**config.mk**
```make
export PLATFORM = sky130hd
export DESIGN_NAME = multdiv_issue_ctrl_flat
export DESIGN_NICKNAME = d
export VERILOG_FILES = /design/src/rtl/multdiv_issue_ctrl_if.sv /design/src/rtl/multdiv_issue_ctrl.sv /design/src/flat_wrapper.sv
export SDC_FILE = /design/constraint.sdc
export NUM_CORES = 1
export LEC_CHECK = 0
export ABC_AREA = 1
export CORE_MARGIN = 5
export CORE_UTILIZATION = 38
export CTS_BUF_LIST = sky130_fd_sc_hd__clkbuf_8 sky130_fd_sc_hd__clkbuf_16
export DETAILED_ROUTE_END_ITERATION = 6
export PLACE_DENSITY = 0.8
export SKIP_CTS_REPAIR_TIMING = 1
export SLEW_MARGIN = 20
export SYNTH_ARGS = -nofsm -noshare
export SYNTH_HDL_FRONTEND = slang
export SYNTH_SLANG_ARGS = --single-unit
export TNS_END_PERCENT = 10
```
**constraint.sdc**
```tcl
create_clock -name clock -period 1.95 [get_ports clock]
set_input_delay 0.195 -clock clock [delete_from_list [all_inputs] [get_ports clock]]
set_output_delay 0.195 -clock clock [all_outputs]
set_load 0.02 [all_outputs]
```
**src/rtl/multdiv_issue_ctrl_if.sv**
```systemverilog
`default_nettype none
// ============================================================================
// Module      : multdiv_issue_ctrl_if
// Description : Execute-stage request, multdiv handshake and writeback bundle
// Revision    : 1.0 - initial release
// ============================================================================
interface multdiv_issue_ctrl_if;
  logic        req_valid;
  logic        req_is_div;
  logic [31:0] req_a;
  logic [31:0] req_b;
  logic [4:0]  req_rd;
  logic        flush;
  logic        stall;
  logic        busy;
  logic [31:0] md_operandA;
  logic [31:0] md_operandB;
  logic        md_ctrl_MULT;
  logic        md_ctrl_DIV;
  logic [31:0] md_result;
  logic        md_exception;
  logic        md_resultRDY;
  logic        wb_valid;
  logic [4:0]  wb_rd;
  logic [31:0] wb_data;
  logic        wb_exception;

  modport master (
    output req_valid, req_is_div, req_a, req_b, req_rd, flush,
    output md_result, md_exception, md_resultRDY,
    input  stall, busy, md_operandA, md_operandB, md_ctrl_MULT, md_ctrl_DIV,
    input  wb_valid, wb_rd, wb_data, wb_exception
  );

  modport slave (
    input  req_valid, req_is_div, req_a, req_b, req_rd, flush,
    input  md_result, md_exception, md_resultRDY,
    output stall, busy, md_operandA, md_operandB, md_ctrl_MULT, md_ctrl_DIV,
    output wb_valid, wb_rd, wb_data, wb_exception
  );
endinterface
`default_nettype wire

```
**src/rtl/multdiv_issue_ctrl.sv**
```systemverilog
`default_nettype none
// ============================================================================
// Module      : multdiv_issue_ctrl
// Description : Issues one mult/div to the shared multdiv unit, stalls until
//               ready or watchdog expiry, then presents a one-cycle writeback
// Revision    : 1.0 - initial release
// ============================================================================
module multdiv_issue_ctrl #(
  parameter int TIMEOUT = 40,
  parameter int CNT_W   = 6
) (
  input wire                  clock,
  input wire                  reset,
  multdiv_issue_ctrl_if.slave io_bus
);

  typedef enum logic [1:0] {
    S_IDLE  = 2'd0,
    S_ISSUE = 2'd1,
    S_WAIT  = 2'd2,
    S_DONE  = 2'd3
  } state_t;

  // Last WAIT count before the counter would reach TIMEOUT.
  localparam logic [CNT_W-1:0] c_CNT_LAST = CNT_W'(TIMEOUT - 1);

  state_t           r_state;
  state_t           w_state_nxt;
  logic [CNT_W-1:0] r_cnt;
  logic [31:0]      r_op_a;
  logic [31:0]      r_op_b;
  logic [4:0]       r_rd;
  logic             r_is_div;
  logic [31:0]      r_wb_data;
  logic [4:0]       r_wb_rd;
  logic             r_wb_exc;

  logic w_accept;
  logic w_rdy_ok;
  logic w_timeout;
  logic w_stall;
  logic w_ctrl_mult;
  logic w_ctrl_div;
  logic w_wb_valid;

  assign w_accept  = (r_state == S_IDLE) && io_bus.req_valid && !io_bus.flush;
  // A ready seen while the counter is still 0 belongs to the previous operation.
  assign w_rdy_ok  = (r_state == S_WAIT) && io_bus.md_resultRDY && (r_cnt != '0);
  assign w_timeout = (r_state == S_WAIT) && !w_rdy_ok && (r_cnt == c_CNT_LAST);

  always_comb begin
    w_state_nxt = r_state;
    w_stall     = 1'b0;
    w_ctrl_mult = 1'b0;
    w_ctrl_div  = 1'b0;
    w_wb_valid  = 1'b0;
    case (r_state)
      S_IDLE: begin
        w_stall = io_bus.req_valid;
        if (io_bus.req_valid) begin
          w_state_nxt = S_ISSUE;
        end
      end
      S_ISSUE: begin
        w_stall     = 1'b1;
        w_ctrl_mult = !r_is_div && !io_bus.flush;
        w_ctrl_div  = r_is_div && !io_bus.flush;
        w_state_nxt = S_WAIT;
      end
      S_WAIT: begin
        w_stall = 1'b1;
        if (w_rdy_ok || w_timeout) begin
          w_state_nxt = S_DONE;
        end
      end
      S_DONE: begin
        w_wb_valid  = !io_bus.flush;
        w_state_nxt = S_IDLE;
      end
      default: begin
        w_state_nxt = S_IDLE;
      end
    endcase
    if (io_bus.flush) begin
      w_state_nxt = S_IDLE;
    end
  end

  always_ff @(posedge clock) begin
    if (reset) begin
      r_state   <= S_IDLE;
      r_cnt     <= '0;
      r_op_a    <= '0;
      r_op_b    <= '0;
      r_rd      <= '0;
      r_is_div  <= 1'b0;
      r_wb_data <= '0;
      r_wb_rd   <= '0;
      r_wb_exc  <= 1'b0;
    end else begin
      r_state <= w_state_nxt;
      if (w_accept) begin
        r_op_a   <= io_bus.req_a;
        r_op_b   <= io_bus.req_b;
        r_rd     <= io_bus.req_rd;
        r_is_div <= io_bus.req_is_div;
        r_cnt    <= '0;
      end else if (r_state == S_WAIT) begin
        r_cnt <= r_cnt + CNT_W'(1);
      end
      if (!io_bus.flush && w_rdy_ok) begin
        r_wb_data <= io_bus.md_result;
        r_wb_exc  <= io_bus.md_exception;
        r_wb_rd   <= r_rd;
      end else if (!io_bus.flush && w_timeout) begin
        r_wb_data <= '0;
        r_wb_exc  <= 1'b1;
        r_wb_rd   <= r_rd;
      end
    end
  end

  assign io_bus.stall        = w_stall;
  assign io_bus.busy         = (r_state != S_IDLE);
  assign io_bus.md_operandA  = r_op_a;
  assign io_bus.md_operandB  = r_op_b;
  assign io_bus.md_ctrl_MULT = w_ctrl_mult;
  assign io_bus.md_ctrl_DIV  = w_ctrl_div;
  assign io_bus.wb_valid     = w_wb_valid;
  assign io_bus.wb_rd        = r_wb_rd;
  assign io_bus.wb_data      = r_wb_data;
  assign io_bus.wb_exception = r_wb_exc;

endmodule
`default_nettype wire

```
**src/flat_wrapper.sv**
```systemverilog
// flat-port wrapper written by rule: the top's interface ports become plain ports
module multdiv_issue_ctrl_flat 
#(
  parameter int TIMEOUT = 40,
  parameter int CNT_W   = 6
)
  (clock, reset, io_bus_req_valid, io_bus_req_is_div, io_bus_req_a, io_bus_req_b, io_bus_req_rd, io_bus_flush, io_bus_md_result, io_bus_md_exception, io_bus_md_resultRDY, io_bus_stall, io_bus_busy, io_bus_md_operandA, io_bus_md_operandB, io_bus_md_ctrl_MULT, io_bus_md_ctrl_DIV, io_bus_wb_valid, io_bus_wb_rd, io_bus_wb_data, io_bus_wb_exception);
  multdiv_issue_ctrl_if io_bus_i ();
  input wire clock;
  input wire reset;
  input wire logic [$bits(io_bus_i.req_valid)-1:0] io_bus_req_valid;
  input wire logic [$bits(io_bus_i.req_is_div)-1:0] io_bus_req_is_div;
  input wire logic [$bits(io_bus_i.req_a)-1:0] io_bus_req_a;
  input wire logic [$bits(io_bus_i.req_b)-1:0] io_bus_req_b;
  input wire logic [$bits(io_bus_i.req_rd)-1:0] io_bus_req_rd;
  input wire logic [$bits(io_bus_i.flush)-1:0] io_bus_flush;
  input wire logic [$bits(io_bus_i.md_result)-1:0] io_bus_md_result;
  input wire logic [$bits(io_bus_i.md_exception)-1:0] io_bus_md_exception;
  input wire logic [$bits(io_bus_i.md_resultRDY)-1:0] io_bus_md_resultRDY;
  output wire logic [$bits(io_bus_i.stall)-1:0] io_bus_stall;
  output wire logic [$bits(io_bus_i.busy)-1:0] io_bus_busy;
  output wire logic [$bits(io_bus_i.md_operandA)-1:0] io_bus_md_operandA;
  output wire logic [$bits(io_bus_i.md_operandB)-1:0] io_bus_md_operandB;
  output wire logic [$bits(io_bus_i.md_ctrl_MULT)-1:0] io_bus_md_ctrl_MULT;
  output wire logic [$bits(io_bus_i.md_ctrl_DIV)-1:0] io_bus_md_ctrl_DIV;
  output wire logic [$bits(io_bus_i.wb_valid)-1:0] io_bus_wb_valid;
  output wire logic [$bits(io_bus_i.wb_rd)-1:0] io_bus_wb_rd;
  output wire logic [$bits(io_bus_i.wb_data)-1:0] io_bus_wb_data;
  output wire logic [$bits(io_bus_i.wb_exception)-1:0] io_bus_wb_exception;
  assign io_bus_i.req_valid = io_bus_req_valid;
  assign io_bus_i.req_is_div = io_bus_req_is_div;
  assign io_bus_i.req_a = io_bus_req_a;
  assign io_bus_i.req_b = io_bus_req_b;
  assign io_bus_i.req_rd = io_bus_req_rd;
  assign io_bus_i.flush = io_bus_flush;
  assign io_bus_i.md_result = io_bus_md_result;
  assign io_bus_i.md_exception = io_bus_md_exception;
  assign io_bus_i.md_resultRDY = io_bus_md_resultRDY;
  assign io_bus_stall = io_bus_i.stall;
  assign io_bus_busy = io_bus_i.busy;
  assign io_bus_md_operandA = io_bus_i.md_operandA;
  assign io_bus_md_operandB = io_bus_i.md_operandB;
  assign io_bus_md_ctrl_MULT = io_bus_i.md_ctrl_MULT;
  assign io_bus_md_ctrl_DIV = io_bus_i.md_ctrl_DIV;
  assign io_bus_wb_valid = io_bus_i.wb_valid;
  assign io_bus_wb_rd = io_bus_i.wb_rd;
  assign io_bus_wb_data = io_bus_i.wb_data;
  assign io_bus_wb_exception = io_bus_i.wb_exception;
  multdiv_issue_ctrl #(.TIMEOUT(TIMEOUT), .CNT_W(CNT_W)) u_core (.clock(clock), .reset(reset), .io_bus(io_bus_i));
endmodule
```
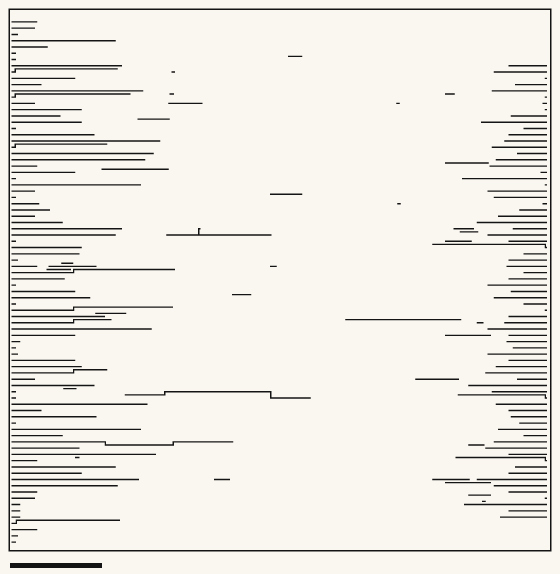
**Above:** run 1 (metal 3).
Scale bar: 20 um.
share of all routed wire	14%
wire length on this layer	2000 um
main direction	horizontal
longest straight run	32.0 um
nets with wire on the layer	177
final WL: 13800 um
fraction of met3 tracks used by global routing: 11.0%
total via count in the routed design: 4464

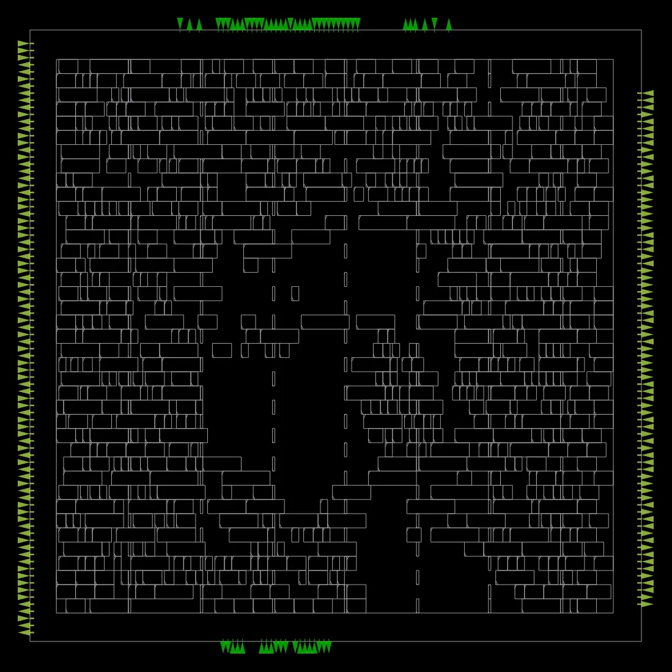
**Above:** run 1 (placed standard cells).
placeable core region: 0.0113 sq mm
Well Taps: 143

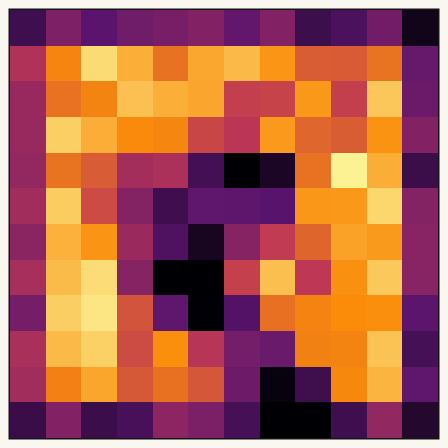
**Above:** run 1 (cell area per tile).
12 x 12 tiles, from black (low) to pale yellow (high), 0 to 100% covered.
mean over tiles	51%
fullest tile	97%
nearly empty tiles	4.2%
emptiest ninth of the die	centre
tiles over 75% full	26%
Layout Utilization: 63.1%
Initial Util: 38.5%

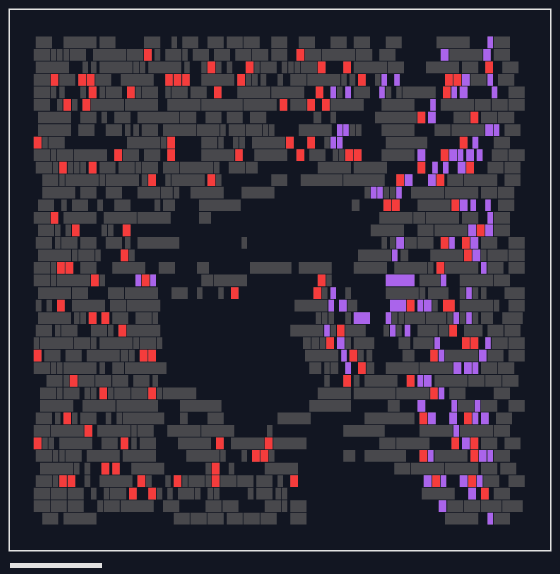
**Above:** run 1 (logic cells by family).
Scale bar: 20 um.
colour	family	cells	most used
red	aoi and oai cells	119	o21ai_0
purple	nand cells	97	nand2_1

## run 1: metrics by stage
| step | cell area, sq um | util [%] | worst slack (ps) |
|---|---|---|---|
| 6_report | 7140 | 63.1 | 135 |
| 5_1_grt | 7140 | 63.1 | 7.68 |
| 4_1_cts | 7130 | 63.0 | -266 |
| 3_5_place_dp | 6590 | 58.2 | 126 |
| 3_3_place_gp | 6590 | 58.2 | 153 |
| 2_1_floorplan | 4360 | - | 482 |
## run 1: metal layers
metal	global-route usage, %	routed length (um)
met1	22.5	5410
met2	31.6	6240
met3	11.0	2000
met4	6.27	184
met5	0	0
## run 1: placed cells by master (no fill, tap or decap), types with 2 or more instances in the layout
master / instances
sky130_fd_sc_hd__o21ai_1: 7
sky130_fd_sc_hd__nand3_2: 2
sky130_fd_sc_hd__nand3_1: 35
sky130_fd_sc_hd__inv_1: 20
sky130_fd_sc_hd__nand2_1: 59
sky130_fd_sc_hd__inv_2: 2
sky130_fd_sc_hd__clkbuf_8: 2
sky130_fd_sc_hd__dlymetal6s2s_1: 5
sky130_fd_sc_hd__ha_1: 8
sky130_fd_sc_hd__clkinv_2: 6
sky130_fd_sc_hd__clkbuf_16: 17
sky130_fd_sc_hd__buf_4: 11
sky130_fd_sc_hd__nor3_1: 3
sky130_fd_sc_hd__nor2_1: 155
sky130_fd_sc_hd__a21oi_1: 46
sky130_fd_sc_hd__dfxtp_1: 116
sky130_fd_sc_hd__clkinvlp_4: 4
sky130_fd_sc_hd__clkdlybuf4s50_1: 209
sky130_fd_sc_hd__o21ai_0: 65
## run 1: how the worst min path moves through the flow
| stage | from | end | slack (ps) |
|---|---|---|---|
| after global routing | io_bus_md_result[26] | u_core.io_bus.wb_data[26]$_SDFFE_PP0P_ | 370 |
| after CTS | io_bus_req_b[23] | u_core.io_bus.md_operandB[23]$_SDFFE_PP0P_ | 360 |
| after global placement | u_core.r_rd[3]$_SDFFE_PP0P_ | u_core.r_rd[3]$_SDFFE_PP0P_ | 440 |
| after floorplan | io_bus_req_is_div | u_core.r_is_div$_SDFFE_PP0P_ | 330 |
| after detailed placement | u_core.r_rd[0]$_SDFFE_PP0P_ | u_core.r_rd[0]$_SDFFE_PP0P_ | 440 |
| final | io_bus_req_b[23] | u_core.io_bus.md_operandB[23]$_SDFFE_PP0P_ | 370 |
## run 1: area by class of cell
| cell class | count | area [sq um] |
|---|---|---|
| Sequential cell | 116 | 2320 |
| Timing Repair Buffer | 226 | 2260 |
| Inverter | 23 | 87.6 |
| Fill cell | 945 | 4180 |
| Clock inverter | 11 | 88.8 |
| Clock buffer | 19 | 453 |
| Tap cell | 143 | 179 |
| Multi-Input combinational cell | 385 | 1750 |
## run 1: state kept, by name, summed over array words and instances (netlist names)
signal	flops
u_core.io_bus.md_operandA	32
u_core.io_bus.wb_data	32
u_core.r_cnt	6
u_core.io_bus.wb_exception	1
u_core.r_is_div	1
u_core.io_bus.md_operandB	32
u_core.r_state	2
u_core.io_bus.wb_rd	5
u_core.r_rd	5
## run 1: tightest hold or removal path, stage by stage
cell and delay [ps]:
sky130_fd_sc_hd__clkdlybuf4s50_1 400, sky130_fd_sc_hd__nand2_1 60, sky130_fd_sc_hd__a21oi_1 50
==> impl_metrics.tcl, run 1 <==
# flow metrics
set metrics [dict create \
    leakage_nw 2.89 \
    grt_pass1_wl_um 21400 \
    worstRegToRegCells 8 \
    clockRootBuffer "sky130_fd_sc_hd__clkbuf_16" \
    final_period_minus_worst_setup_slack_ps 1820 \
    edf_count 0 \
    power_combinational_mw 0.903 \
    synth.top_cells.by_area "sky130_fd_sc_hd__dfxtp_1, sky130_fd_sc_hd__nor2_1, sky130_fd_sc_hd__o21ai_0" \
    ys_ff 116 \
    ys_seq_share_pct 53.2 \
    ys_sh_mux_pct 0 \
    yosysUniqueCellTypes 22 \
    die_height_um 117 \
    area_growth_syn_to_layout_pct 63.6 \
    cts_num_sinks 116 \
    fmax_mhz 551 \
    tool_warnings 32 \
    critical_path.top_delay_family "buffers and inverters" \
    synth_top_flop_cell "sky130_fd_sc_hd__dfxtp_1" \
    post_synth_instance_area_sq_mm 0.00436 \
    switching_part_of_the_total_pct 24.3 \
    comb_power_share_pct 14.4 \
    cpPeakStageDelay_ps 390 \
    irDropWorstVdd_uv 736 \
    post-route-period-util_pct 93.1 \
    critical_path.most_common_cell "sky130_fd_sc_hd__inv_1" \
    drtAntennaViolNets 0 \
    timing_hold_violations_final 0 \
    grtUsageTotal_pct 19.8 \
    async_reset_ff_share_pct 0 \
    synth.logic.top_family "simple AND/OR/NAND/NOR gates" \
    pwr_density_cell_mw_per_mm2 878 \
    synth-cells-yosys 562 \
    power.switching_mw 1.53 \
    timing.critical_path.cells "inv_1, ha_1, inv_1, a21oi_1, dlymetal6s2s_1" \
    detail_route.vias_per_cell 4.84 \
    synthMostInstantiatedCell "sky130_fd_sc_hd__nor2_1" \
    cts_made_buffers 17 \
    port_buffers 214 \
    crit_path_end "io_bus_stall" \
    p_seq_mw 2.56 \
    hold_class "primary input to flop" \
    initial_antenna_violation_count 0 \
    first_global_vias 4453 \
    synth.cellmix.compoundShare_pct 13.7 \
    die_area_sq_mm 0.0137 \
    synthesis.instances 562 \
    design.final.nets 885 \
    h_tree_depth_reported_by_cts 4 \
    placed_cells_incl_taps 893 \
    gp_congestion 0.859 \
    cell_internal_pwr_mw 4.74 \
    clockNetworkPower_mw 2.81 \
    drt_pass1_iterations 5 \
    global_route_congestion_overflow_total 0 \
    grt_start_max_net_pins 57 \
    routed_wire_length_per_instance_um 15.0 \
    max_cap_viol_count 0 \
    synth.cellmix.simpleShare_pct 24.1 \
    status "completed" \
    detail_route.drc_violations 0 \
    cp_slowest_cell "sky130_fd_sc_hd__dfxtp_1" \
    worstSetupStartpointType "flop" \
    setup_viol 0 \
    worstHoldPathCells 3 \
    initial_drt_markers 397 \
    mappedNetlistNets 678 \
    synth_top_area_share_pct 53.2 \
    power.share.clock_pct 44.8 \
    clock_latency_ps 390 \
    clock_tree.buffer_depth 2 \
    total_power_mw 6.27 \
    area_fraction_in_xor_and_xnor_cells_pct 0 \
    floorplan.io_pins 215 \
    worst_ep_required_ps 1750 \
    r2r-end "u_core.io_bus.wb_data[22]$_SDFFE_PP0P_" \
    timing.critical_path.from "u_core.r_state[1]$_SDFFE_PP0P_" \
    maxPowerGroup "clock" \
    worstSetupEndpointType "primary output" \
    fin_tns_setup_ps 0 \
    worstSetupPathDepth 5 \
    rsz_0062_raised_after_global_routing "false" \
]
==> inputs of run 2 (changes only) <==
- ABC_CLOCK_PERIOD_IN_PS: default -> 1950
==> run 2 against run 1 <==
  * Flip-flop count unchanged
  * Register-to-register slack about the same
  * Highest routed layer unchanged
  * Worst setup slack unchanged
  * Critical endpoint unchanged
  * Sequential share of layout area unchanged
  * Clock power about the same
  * Critical path depth unchanged
==> impl_metrics.tcl, run 2 <==
# flow metrics
set metrics [dict create \
    status "completed" \
    global_route_congestion_overflow_total 0 \
    die_height_um 117 \
    edf_count 0 \
    mappedNetlistNets 678 \
    worstSetupPathDepth 5 \
    timing.critical_path.cells "inv_1, ha_1, inv_1, a21oi_1, dlymetal6s2s_1" \
    core_area_sq_mm 0.0113 \
    first_global_vias 4453 \
    synth-cells-yosys 562 \
    cpPeakStageDelay_ps 390 \
    cts_num_sinks 116 \
    setup_slack_ps 135 \
    synthesis.instances 562 \
    synth_top_flop_cell "sky130_fd_sc_hd__dfxtp_1" \
    pre_cts_ws_ps 126 \
    h_tree_depth_reported_by_cts 4 \
    cts_made_buffers 17 \
    synth_top_area_share_pct 53.2 \
    floorplan.io_pins 215 \
    detail_route.drc_violations 0 \
    final_cell_area_sq_mm 0.00714 \
    post-route-period-util_pct 93.1 \
    grt_start_max_net_pins 57 \
    port_buffers 214 \
    synth.top_cells.by_area "sky130_fd_sc_hd__dfxtp_1, sky130_fd_sc_hd__nor2_1, sky130_fd_sc_hd__o21ai_0" \
    ys_seq_share_pct 53.2 \
    clock_latency_ps 390 \
    worstHoldPathCells 3 \
    pwr_density_cell_mw_per_mm2 878 \
    cp_slowest_cell "sky130_fd_sc_hd__dfxtp_1" \
    critical_path.most_common_cell "sky130_fd_sc_hd__inv_1" \
    design.final.nets 885 \
    routed_wire_length_per_instance_um 15.0 \
    leakage_nw 2.89 \
    drt_pass1_iterations 5 \
    yosysUniqueCellTypes 22 \
    async_reset_ff_share_pct 0 \
    drt-total-wl_um 13800 \
    hold_class "primary input to flop" \
    worstSetupEndpointType "primary output" \
    worst_ep_required_ps 1750 \
    total_power_mw 6.27 \
    initial_drt_markers 397 \
    post_synth_instance_area_sq_mm 0.00436 \
    die_area_sq_mm 0.0137 \
    timing_hold_violations_final 0 \
    ys_ff 116 \
    num_vias 4464 \
    synthMostInstantiatedCell "sky130_fd_sc_hd__nor2_1" \
    worstSetupStartpointType "flop" \
    tool_warnings 32 \
    detail_route.vias_per_cell 4.84 \
    drtAntennaViolNets 0 \
    final_period_minus_worst_setup_slack_ps 1820 \
    initial_antenna_violation_count 0 \
    fp_util_pct 38.5 \
    rsz_0062_raised_after_global_routing "false" \
    fmax_mhz 551 \
    worstRegToRegCells 8 \
    final_common_cell "sky130_fd_sc_hd__clkdlybuf4s50_1" \
]
-- run 2: layout make-up --
| type | count | area, sq um |
|---|---|---|
| flip-flops and latches | 116 | 2320 |
| fillers | 945 | 4180 |
| inverters | 23 | 87.6 |
| clock inverters | 11 | 88.8 |
| well taps | 143 | 179 |
| clock buffers | 19 | 453 |
| repair buffers | 226 | 2260 |
| multi-input cells | 385 | 1750 |
-- run 2: worst register-to-register path: cells and delay by family, from the launching register on --
family,cells,cell delay (ps)
AOI/OAI and AO/OA,1,90
DFF,1,380
buffers and inverters,3,520
and+or+nand+nor,3,380
adders and majority gates,1,230
-- run 2: power by group --
group          switching, mW  internal (mW)  leakage, nW  total [mW]
logic                  0.440          0.463         1.68       0.903
clock network           1.02           1.78        0.263        2.81
registers             0.0620           2.49        0.947        2.56
-- run 2: cell families (layout without fill, tap and decap cells) --
kind of cell,count (synthesis),in the layout,synth area share (%)
compound gates,119,119,13.7
simple gates,258,258,24.1
buf+inv,61,279,6.74
flops,116,116,53.2
fa+ha+maj,8,8,2.29
-- run 2: routing by layer --
| layer | global-route usage, % | wire length, um | vias to the layer above |
|---|---|---|---|
| met5 | 0 | 0 | - |
| met4 | 6.27 | 184 | 0 |
| met3 | 11.0 | 2000 | 17 |
| met2 | 31.6 | 6240 | 217 |
| met1 | 22.5 | 5410 | 2007 |
| li1 | - | - | 2223 |
-- run 2: per-stage QoR --
stage / instances / setup TNS, ps
2_1_floorplan: 562 / 0
5_1_grt: 923 / 0
3_3_place_gp: 893 / 0
6_report: 923 / 0
3_5_place_dp: 893 / 0
4_1_cts: 923 / -613
-- run 2: path summary, 6_finish.rpt --
kind | from | to | slack [ps]
worst max-delay path | u_core.r_state[1]$_SDFFE_PP0P_ | io_bus_stall | 130
worst min-delay path | io_bus_req_b[23] | u_core.io_bus.md_operandB[23]$_SDFFE_PP0P_ | 370
worst max register to register | u_core.r_state[0]$_SDFFE_PP0P_ | u_core.io_bus.wb_data[22]$_SDFFE_PP0P_ | 220
worst min register to register | u_core.r_rd[1]$_SDFFE_PP0P_ | u_core.r_rd[1]$_SDFFE_PP0P_ | 450
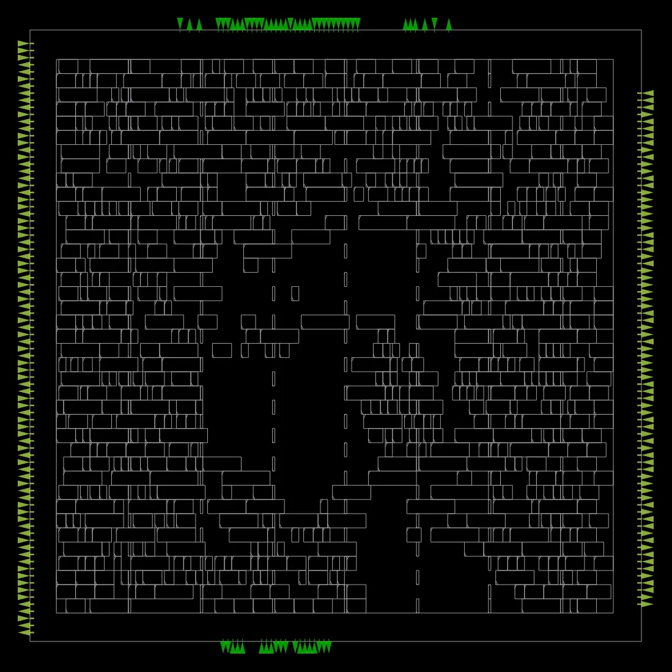
**Above:** run 2 (placed standard cells).
post-layout instance count excluding filler cells: 923
fraction of area in registers: 32.5%
number of sequential storage elements: 116
number of rows in the core area: 39

No activity file was given, so power comes from the tool's default toggle rates.
